--- src/rtl/board_state_if.sv ---
// Board-state bus: move commands from the selector, board and game status back out.
interface board_state_if;
   logic       place;
   logic       newGame;
   logic [3:0] curBox;
   logic [1:0] out0, out1, out2, out3, out4, out5, out6, out7, out8;
   logic [1:0] player;
   logic [1:0] winner;
   logic       draw;
   logic       gameOver;
   logic [3:0] moveCount;

   modport master (
      output place, newGame, curBox,
      input  out0, out1, out2, out3, out4, out5, out6, out7, out8,
      input  player, winner, draw, gameOver, moveCount
   );

   modport slave (
      input  place, newGame, curBox,
      output out0, out1, out2, out3, out4, out5, out6, out7, out8,
      output player, winner, draw, gameOver, moveCount
   );
endinterface

--- src/rtl/board_state.sv ---
// 3x3 tic-tac-toe board: commits moves, alternates turns, detects win/draw.
module board_state #(
   parameter logic [1:0] FIRST_PLAYER = 2'b01
) (
   input  logic         clk,
   input  logic         reset,
   board_state_if.slave bus
);

   typedef enum logic [2:0] {
      StXTurn = 3'd0,
      StOTurn = 3'd1,
      StCheck = 3'd2,
      StXWin  = 3'd3,
      StOWin  = 3'd4,
      StDraw  = 3'd5
   } state_e;

   localparam state_e FirstTurn = (FIRST_PLAYER == 2'b10) ? StOTurn : StXTurn;

   state_e     state_q, state_d;
   logic [1:0] cell_q [9];
   logic [1:0] cell_d [9];
   logic [3:0] move_count_q, move_count_d;
   logic [1:0] last_mark_q, last_mark_d;

   logic [1:0] turn_mark;
   logic       in_turn;
   logic       sel_empty;
   logic       valid_move;
   logic       line_done;

   assign in_turn   = (state_q == StXTurn) || (state_q == StOTurn);
   assign turn_mark = (state_q == StOTurn) ? 2'b10 : 2'b01;

   always_comb begin
      sel_empty = 1'b0;
      for (int i = 0; i < 9; i++) begin
         if (bus.curBox == 4'(i) && cell_q[i] == 2'b00) sel_empty = 1'b1;
      end
   end

   assign valid_move = bus.place && !bus.newGame && in_turn && sel_empty;

   // Only the mark that just moved can have completed a line.
   always_comb begin
      line_done = 1'b0;
      if ((cell_q[0] == last_mark_q && cell_q[1] == last_mark_q && cell_q[2] == last_mark_q) ||
          (cell_q[3] == last_mark_q && cell_q[4] == last_mark_q && cell_q[5] == last_mark_q) ||
          (cell_q[6] == last_mark_q && cell_q[7] == last_mark_q && cell_q[8] == last_mark_q) ||
          (cell_q[0] == last_mark_q && cell_q[3] == last_mark_q && cell_q[6] == last_mark_q) ||
          (cell_q[1] == last_mark_q && cell_q[4] == last_mark_q && cell_q[7] == last_mark_q) ||
          (cell_q[2] == last_mark_q && cell_q[5] == last_mark_q && cell_q[8] == last_mark_q) ||
          (cell_q[0] == last_mark_q && cell_q[4] == last_mark_q && cell_q[8] == last_mark_q) ||
          (cell_q[2] == last_mark_q && cell_q[4] == last_mark_q && cell_q[6] == last_mark_q)) begin
         line_done = (last_mark_q != 2'b00);
      end
   end

   always_comb begin
      state_d = state_q;
      if (bus.newGame) begin
         state_d = FirstTurn;
      end else begin
         case (state_q)
            StXTurn, StOTurn: if (valid_move) state_d = StCheck;
            StCheck: begin
               if (line_done)                   state_d = (last_mark_q == 2'b10) ? StOWin : StXWin;
               else if (move_count_q == 4'd9)   state_d = StDraw;
               else if (last_mark_q == 2'b10)   state_d = StXTurn;
               else                             state_d = StOTurn;
            end
            StXWin, StOWin, StDraw: state_d = state_q;
            default: state_d = FirstTurn;
         endcase
      end
   end

   always_comb begin
      cell_d       = cell_q;
      move_count_d = move_count_q;
      last_mark_d  = last_mark_q;
      if (bus.newGame) begin
         for (int i = 0; i < 9; i++) cell_d[i] = 2'b00;
         move_count_d = 4'd0;
         last_mark_d  = 2'b00;
      end else if (valid_move) begin
         for (int i = 0; i < 9; i++) begin
            if (bus.curBox == 4'(i)) cell_d[i] = turn_mark;
         end
         move_count_d = move_count_q + 4'd1;
         last_mark_d  = turn_mark;
      end
   end

   always_ff @(posedge clk or negedge reset) begin
      if (!reset) begin
         state_q      <= FirstTurn;
         move_count_q <= 4'd0;
         last_mark_q  <= 2'b00;
         for (int i = 0; i < 9; i++) cell_q[i] <= 2'b00;
      end else begin
         state_q      <= state_d;
         move_count_q <= move_count_d;
         last_mark_q  <= last_mark_d;
         for (int i = 0; i < 9; i++) cell_q[i] <= cell_d[i];
      end
   end

   assign bus.out0 = cell_q[0];
   assign bus.out1 = cell_q[1];
   assign bus.out2 = cell_q[2];
   assign bus.out3 = cell_q[3];
   assign bus.out4 = cell_q[4];
   assign bus.out5 = cell_q[5];
   assign bus.out6 = cell_q[6];
   assign bus.out7 = cell_q[7];
   assign bus.out8 = cell_q[8];

   assign bus.player    = (state_q == StXTurn) ? 2'b01 :
                          (state_q == StOTurn) ? 2'b10 : 2'b00;
   assign bus.winner    = (state_q == StXWin)  ? 2'b01 :
                          (state_q == StOWin)  ? 2'b10 : 2'b00;
   assign bus.draw      = (state_q == StDraw);
   assign bus.gameOver  = (state_q == StXWin) || (state_q == StOWin) || (state_q == StDraw);
   assign bus.moveCount = move_count_q;

endmodule
--- src/flat_wrapper.sv ---
// flat-port wrapper written by rule: the top's interface ports become plain ports
module board_state_flat 
#(
   parameter logic [1:0] FIRST_PLAYER = 2'b01
)
  (clk, reset, bus_place, bus_newGame, bus_curBox, bus_out0, bus_out1, bus_out2, bus_out3, bus_out4, bus_out5, bus_out6, bus_out7, bus_out8, bus_player, bus_winner, bus_draw, bus_gameOver, bus_moveCount);
  board_state_if bus_i ();
  input  logic clk;
  input  logic reset;
  input wire logic [$bits(bus_i.place)-1:0] bus_place;
  input wire logic [$bits(bus_i.newGame)-1:0] bus_newGame;
  input wire logic [$bits(bus_i.curBox)-1:0] bus_curBox;
  output wire logic [$bits(bus_i.out0)-1:0] bus_out0;
  output wire logic [$bits(bus_i.out1)-1:0] bus_out1;
  output wire logic [$bits(bus_i.out2)-1:0] bus_out2;
  output wire logic [$bits(bus_i.out3)-1:0] bus_out3;
  output wire logic [$bits(bus_i.out4)-1:0] bus_out4;
  output wire logic [$bits(bus_i.out5)-1:0] bus_out5;
  output wire logic [$bits(bus_i.out6)-1:0] bus_out6;
  output wire logic [$bits(bus_i.out7)-1:0] bus_out7;
  output wire logic [$bits(bus_i.out8)-1:0] bus_out8;
  output wire logic [$bits(bus_i.player)-1:0] bus_player;
  output wire logic [$bits(bus_i.winner)-1:0] bus_winner;
  output wire logic [$bits(bus_i.draw)-1:0] bus_draw;
  output wire logic [$bits(bus_i.gameOver)-1:0] bus_gameOver;
  output wire logic [$bits(bus_i.moveCount)-1:0] bus_moveCount;
  assign bus_i.place = bus_place;
  assign bus_i.newGame = bus_newGame;
  assign bus_i.curBox = bus_curBox;
  assign bus_out0 = bus_i.out0;
  assign bus_out1 = bus_i.out1;
  assign bus_out2 = bus_i.out2;
  assign bus_out3 = bus_i.out3;
  assign bus_out4 = bus_i.out4;
  assign bus_out5 = bus_i.out5;
  assign bus_out6 = bus_i.out6;
  assign bus_out7 = bus_i.out7;
  assign bus_out8 = bus_i.out8;
  assign bus_player = bus_i.player;
  assign bus_winner = bus_i.winner;
  assign bus_draw = bus_i.draw;
  assign bus_gameOver = bus_i.gameOver;
  assign bus_moveCount = bus_i.moveCount;
  board_state #(.FIRST_PLAYER(FIRST_PLAYER)) u_core (.clk(clk), .reset(reset), .bus(bus_i));
endmodule
--- config.mk ---
export PLATFORM = sky130hd
export DESIGN_NAME = board_state_flat
export DESIGN_NICKNAME = d
export VERILOG_FILES = /design/src/rtl/board_state_if.sv /design/src/rtl/board_state.sv /design/src/flat_wrapper.sv
export SDC_FILE = /design/constraint.sdc
export NUM_CORES = 1
export LEC_CHECK = 0
export ABC_AREA = 1
export CAP_MARGIN = 40
export CORE_AREA = 3 3 70 72
export DETAILED_ROUTE_END_ITERATION = 10
export DIE_AREA = 0 0 73 75
export GPL_ROUTABILITY_DRIVEN = 0
export PLACE_DENSITY = 0.68
export SLEW_MARGIN = 30
export SYNTH_ARGS = -nofsm -noshare
export SYNTH_HDL_FRONTEND = slang
export SYNTH_SLANG_ARGS = --single-unit
--- constraint.sdc ---
create_clock -name clk -period 3.1 [get_ports clk]
set_input_delay 0.62 -clock clk [delete_from_list [all_inputs] [get_ports clk]]
set_output_delay 0.62 -clock clk [all_outputs]
set_load 0.02 [all_outputs]
Figure 1. Layout detail (run 1).
Region (24, 10) to (49, 35) um. Cells in gray, sequential cells in the stronger gray; small squares are vias.
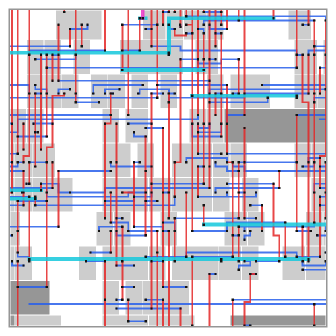
layer	color
M4	magenta
M1	blue
M3	cyan
M2	red
netlist names of flops here include	u_core.bus.out6 (1)
most frequent	nand2_1 (25), nand3_1 (9)
cells with their middle in the window	66
sequential cells in the window	1

Figure 2. Where the registers sit (run 1).
Drawn at 4 px/um. Other sequential cells in the stronger gray, the rest of the logic in the fainter gray.
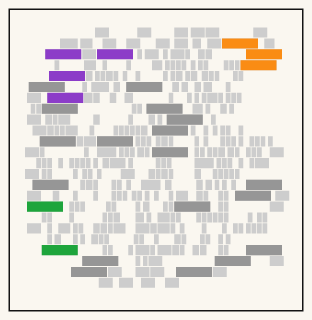
name in the netlist	color	flops
u_core.bus.out4	green	2
u_core.bus.moveCount	purple	4
u_core.state_q	orange	3
final core utilization: 54.11%
Seq group: 0.420 mW

Figure 3. Routing congestion (run 1).
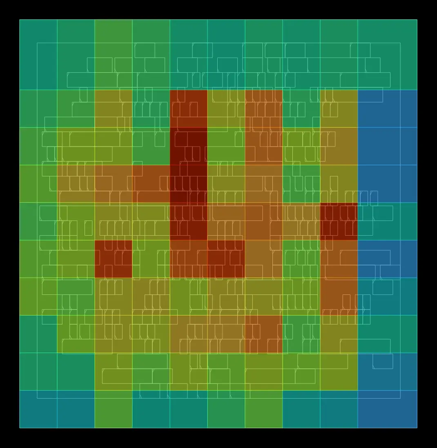
GR Util met3: 3.605%
GR met1 Demand/Resource: 26.04%

run 1: kinds of logic after synthesis:
family          count (synthesis)  share of synthesized area, %
fa+ha+maj                       2                         1.312
simple gates                  206                         44.95
compound gates                 18                         6.103
buf+inv                        48                         10.37
flops                          27                         35.43
xor+xnor                        4                         1.837
run 1: power by group through the flow:
stage          clock network, mW  logic, mW  registers (mW)
2_1_floorplan                  0      0.283           0.428
3_3_place_gp                   0      0.435           0.428
3_5_place_dp                   0      0.438           0.427
4_1_cts                    0.216      0.439           0.421
5_1_grt                    0.225      0.497           0.427
6_report                   0.208      0.436           0.420
run 1: tightest hold or removal path: stages (launching register included):
cell                      delay, ns
sky130_fd_sc_hd__dfrtp_1       0.40
sky130_fd_sc_hd__nand2_1       0.07
sky130_fd_sc_hd__nand2_1       0.05
==> metrics.csv, run 1 <==
metric,value,unit
core,4354,um^2
p_clk_share,19.5,%
fin_tns_setup,0,ns
critical_path.most_common_cell,sky130_fd_sc_hd__nor2_1,
clkTransAtPathRegs,0.10,ns
max_slew_margin,66.18,%
synth.yosys.num_cells,305,
layout.sequential_cells,27,
ioPinCount,36,
critical_path_cell_count,5,
synth_largest_type_area_fraction,35.43,%
power.net_switching,0.4321,mW
avgRoutedWirePerCell,12.52,um
initCoreUtil,43.79,%
number_of_synthesized_flops_with_an_enable_pin,0,
run_status,finished clean,
grt_first_pass_wirelength,8217,um
clock_tree_area_fraction,1.965,%
worst_path_dominant_cell_family,buffers and inverters,
synth.yosys.chip_area,1907,um^2
fin_crit,2.507,ns
clock_buffer_count,3,
mappedNetlistNets,315,
path_class,reg2out,
critPathArrivalTime,1.89,ns
hold-worst-slack,0.5376,ns
num-nonclk-buffers,38,
buffering_stage_count_on_the_worst_path_with_inverters_included,2,
dr.max_layer_used,met4,
clock.latency.late_pin,0.28,ns
critical_path.reg2reg.endpoint,u_core.state_q[2]$_DFFE_PN0P_,
dpl_worst_slack,0.3237,ns
worst_r2r_startpoint,u_core.last_mark_q[0]$_DFFE_PN0P_,
numSynthFlops,27,
area.growth.synth_to_final,23.56,%
clock_root_cell,sky130_fd_sc_hd__clkbuf_8,
number_of_flip_flops_in_the_largest_register,4,
synth.cell_area,1907,um^2
switching_fraction_of_total_power,40.62,%
critPathSlowestCell,sky130_fd_sc_hd__clkdlybuf4s50_1,
common_cells,"sky130_fd_sc_hd__nand2_1, sky130_fd_sc_hd__inv_1, sky130_fd_sc_hd__nor2_1",
post_cts_buffers,0,
netlist-cell-type-count,27,
p_int,0.6316,mW
tapcell_cnt,52,
post-layout-total-power,1.064,mW
crit_required,2.48,ns
cts-root-to-sink-buffers,2,
lay_top_cells,"sky130_fd_sc_hd__nand2_1, sky130_fd_sc_hd__clkdlybuf4s50_1, sky130_fd_sc_hd__inv_1",
layout-drive-gt1-share,7.602,%
timing.fmax,399.0,MHz
timing.critical_path.cells,nor2_1 > inv_1 > nor2_1 > or3_1 > clkdlybuf4s50_1,
power.static_leakage,1.270,nW
number_of_global_route_vias_before_repair,1760,
worst_hold_path.endpoint,u_core.bus.out4[0]$_DFFE_PN0P_,
grt.busiest_layer,met2,
critical_path.startpoint,u_core.state_q[0]$_DFFE_PN0P_,
yosysTopAreaCell,sky130_fd_sc_hd__dfrtp_1,
comb_area_share,43.87,%
rows,24,
comb_area,1033,um^2
postRouteAntennaNets,0,
crit_path_max_fanout,6,
grt_setup_unrepaired,false,
tritoncts_num_sinks,27,
max_cap_violations,0,
power_density,451.5,nW/um^2
antenna_found_initial,0,
remaining_routing_drc_violations,0,
report.final.setup_viol,0,
start_kind,register,
clock_tree.htree_level_count,1,
layout.non_clock_inverters,43,
cts_made_buffers,3,
die-height,75,um
cpPeakStageDelay,0.56,ns
worstMarginPinSlew,0.5074,ns
synthCells,305,
vias,1974,
routed-wl-met2,2335,um
async_flop_share,100.0,%
worst_hold_startpoint,u_core.bus.out4[0]$_DFFE_PN0P_,
yosysWarnings,0,
timing.reg2reg.setup_slack,0.84,ns
critical_path.endpoint_type,output pin,
placement.cell_area,2310,um^2
irDropWorstVdd,0.2613,mV
--- run 2 (diff from run 1) ---
==> constraint.sdc (replaced) <==
create_clock -name clk -period 2.6 [get_ports clk]
set_input_delay 0.52 -clock clk [delete_from_list [all_inputs] [get_ports clk]]
set_output_delay 0.52 -clock clk [all_outputs]
set_load 0.02 [all_outputs]
Figure 4. Where the registers sit (run 2).
Drawn at 4 px/um. Other sequential cells in the stronger gray, the rest of the logic in the fainter gray.
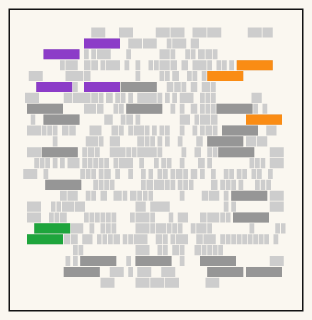
name in the netlist	color	flops
u_core.bus.out4	green	2
u_core.state_q	orange	3
u_core.bus.moveCount	purple	4

==> run 2 against run 1 <==
Routed wire length is 1.8% higher. Synthesized cell count stayed put. Die area unchanged. Count of clock-buffer cells in the layout unchanged. Worst hold slack lost 0.0014 ns. Cell count rose by 3.8%. Register-to-register slack worse by 0.09 ns. Clock skew up 0.0019 ns. Cell area grew 4.9%. Clock power increased by 21%. Core utilization is 2.6 points higher. Via count shrank 0.35%. Critical endpoint unchanged. Largest power group unchanged.
==> metrics.csv, run 2 <==
metric,value,unit
pwr.group.sequential,0.493,mW
synthCells,305,
timing.fmax,407.1,MHz
remaining_routing_drc_violations,0,
ioPinCount,36,
post_synth_main_logic_family,simple AND/OR/NAND/NOR gates,
critical_path.endpoint_type,output pin,
worst_r2r_startpoint,u_core.state_q[1]$_DFFE_PN0P_,
clock_buffer_count,3,
avgRoutedWirePerCell,12.28,um
post-layout-total-power,1.294,mW
run_status,finished clean,
gr-usage-met3,2.136,%
grt_util_met1,28.32,%
worstMarginPinSlew,0.8388,ns
max_slew_violation_count,0,
grt_setup_unrepaired,false,
numSynthFlops,27,
cts-root-to-sink-buffers,2,
synth_compound_gate_area_share,6.102,%
post_cts_buffers,0,
start_kind,register,
synth.yosys.num_cells,305,
dr.max_layer_used,met4,
power_leader,combinational logic,
clkTransAtPathRegs,0.10,ns
p_clk_share,19.4,%
postRouteAntennaNets,0,
antenna_found_initial,0,
power_combinational,0.550,mW
initCoreUtil,43.79,%
clock_root_cell,sky130_fd_sc_hd__clkbuf_8,
synth_simple_gate_area_share,44.95,%
openroad.warnings,27,
clk-power,0.251,mW
worst_hold_path.endpoint,u_core.bus.out2[0]$_DFFE_PN0P_,
hold-worst-slack,0.5362,ns
lay_top_cells,"sky130_fd_sc_hd__nand2_1, sky130_fd_sc_hd__clkdlybuf4s50_1, sky130_fd_sc_hd__inv_1",
p_int,0.7687,mW
mux_area_share,0,%
routed-wl-met2,2285,um
clock.latency.late_pin,0.28,ns
critical_path.startpoint,u_core.state_q[0]$_DFFE_PN0P_,
placement.cell_area,2422,um^2
cts_made_buffers,3,
clock_tree_area_fraction,1.975,%
num-nonclk-buffers,53,
netlist-cell-type-count,27,
power_density,523.8,nW/um^2
comb_area,1033,um^2
mappedNetlistNets,315,
layout.non_clock_inverters,43,
synth_top_cell_by_count,sky130_fd_sc_hd__nand2_1,
crit_required,2.08,ns
number_of_global_route_vias_before_repair,1794,
irDropWorstVdd,0.2264,mV
report.final.setup_viol,0,
synth_largest_type_area_fraction,35.43,%
crit_path_max_fanout,6,
worst_hold_startpoint,u_core.bus.out2[0]$_DFFE_PN0P_,
async_flop_share,100.0,%
power.net_switching,0.5258,mW
final_util,56.75,%
number_of_synthesized_flops_with_an_enable_pin,0,
power.static_leakage,1.341,nW
layout-drive-gt1-share,11.48,%
grt.busiest_layer,met2,
area.growth.synth_to_final,29.59,%
layout.sequential_cells,27,
dpl_worst_slack,0.1436,ns
tapcell_cnt,52,
synth.yosys.chip_area,1907,um^2
grt_first_pass_wirelength,8431,um
number_of_flip_flops_in_the_largest_register,4,
path_class,reg2out,
timing.reg2reg.setup_slack,0.75,ns
core,4354,um^2
synth.cell_area,1907,um^2
vias,1967,
clock_tree.htree_level_count,1,
tritoncts_num_sinks,27,
common_cells,"sky130_fd_sc_hd__nand2_1, sky130_fd_sc_hd__inv_1, sky130_fd_sc_hd__nor2_1",
synthXorXnorAreaFrac,1.837,%
fin_tns_setup,0,ns
adder_share,1.312,%
## run 2: cell counts after synthesis
No cell type changed its count.
## run 2: worst max-delay path, stage by stage, from the launching register on
cell and delay (ns):
sky130_fd_sc_hd__dfrtp_1 0.46, sky130_fd_sc_hd__nor2_1 0.06, sky130_fd_sc_hd__inv_1 0.10, sky130_fd_sc_hd__nor2_1 0.06, sky130_fd_sc_hd__or3_1 0.41, sky130_fd_sc_hd__clkdlybuf4s50_1 0.57
## run 2: logic make-up after synthesis
family                   count (synthesis)
XOR/XNOR                                 4
AND-OR/OR-AND                           18
adder cells (fa/ha/maj)                  2
buffers and inverters                   48
flip-flops                              27
AND/OR/NAND/NOR                        206
Power figures rest on the tool's default switching activity, not on a simulated workload.
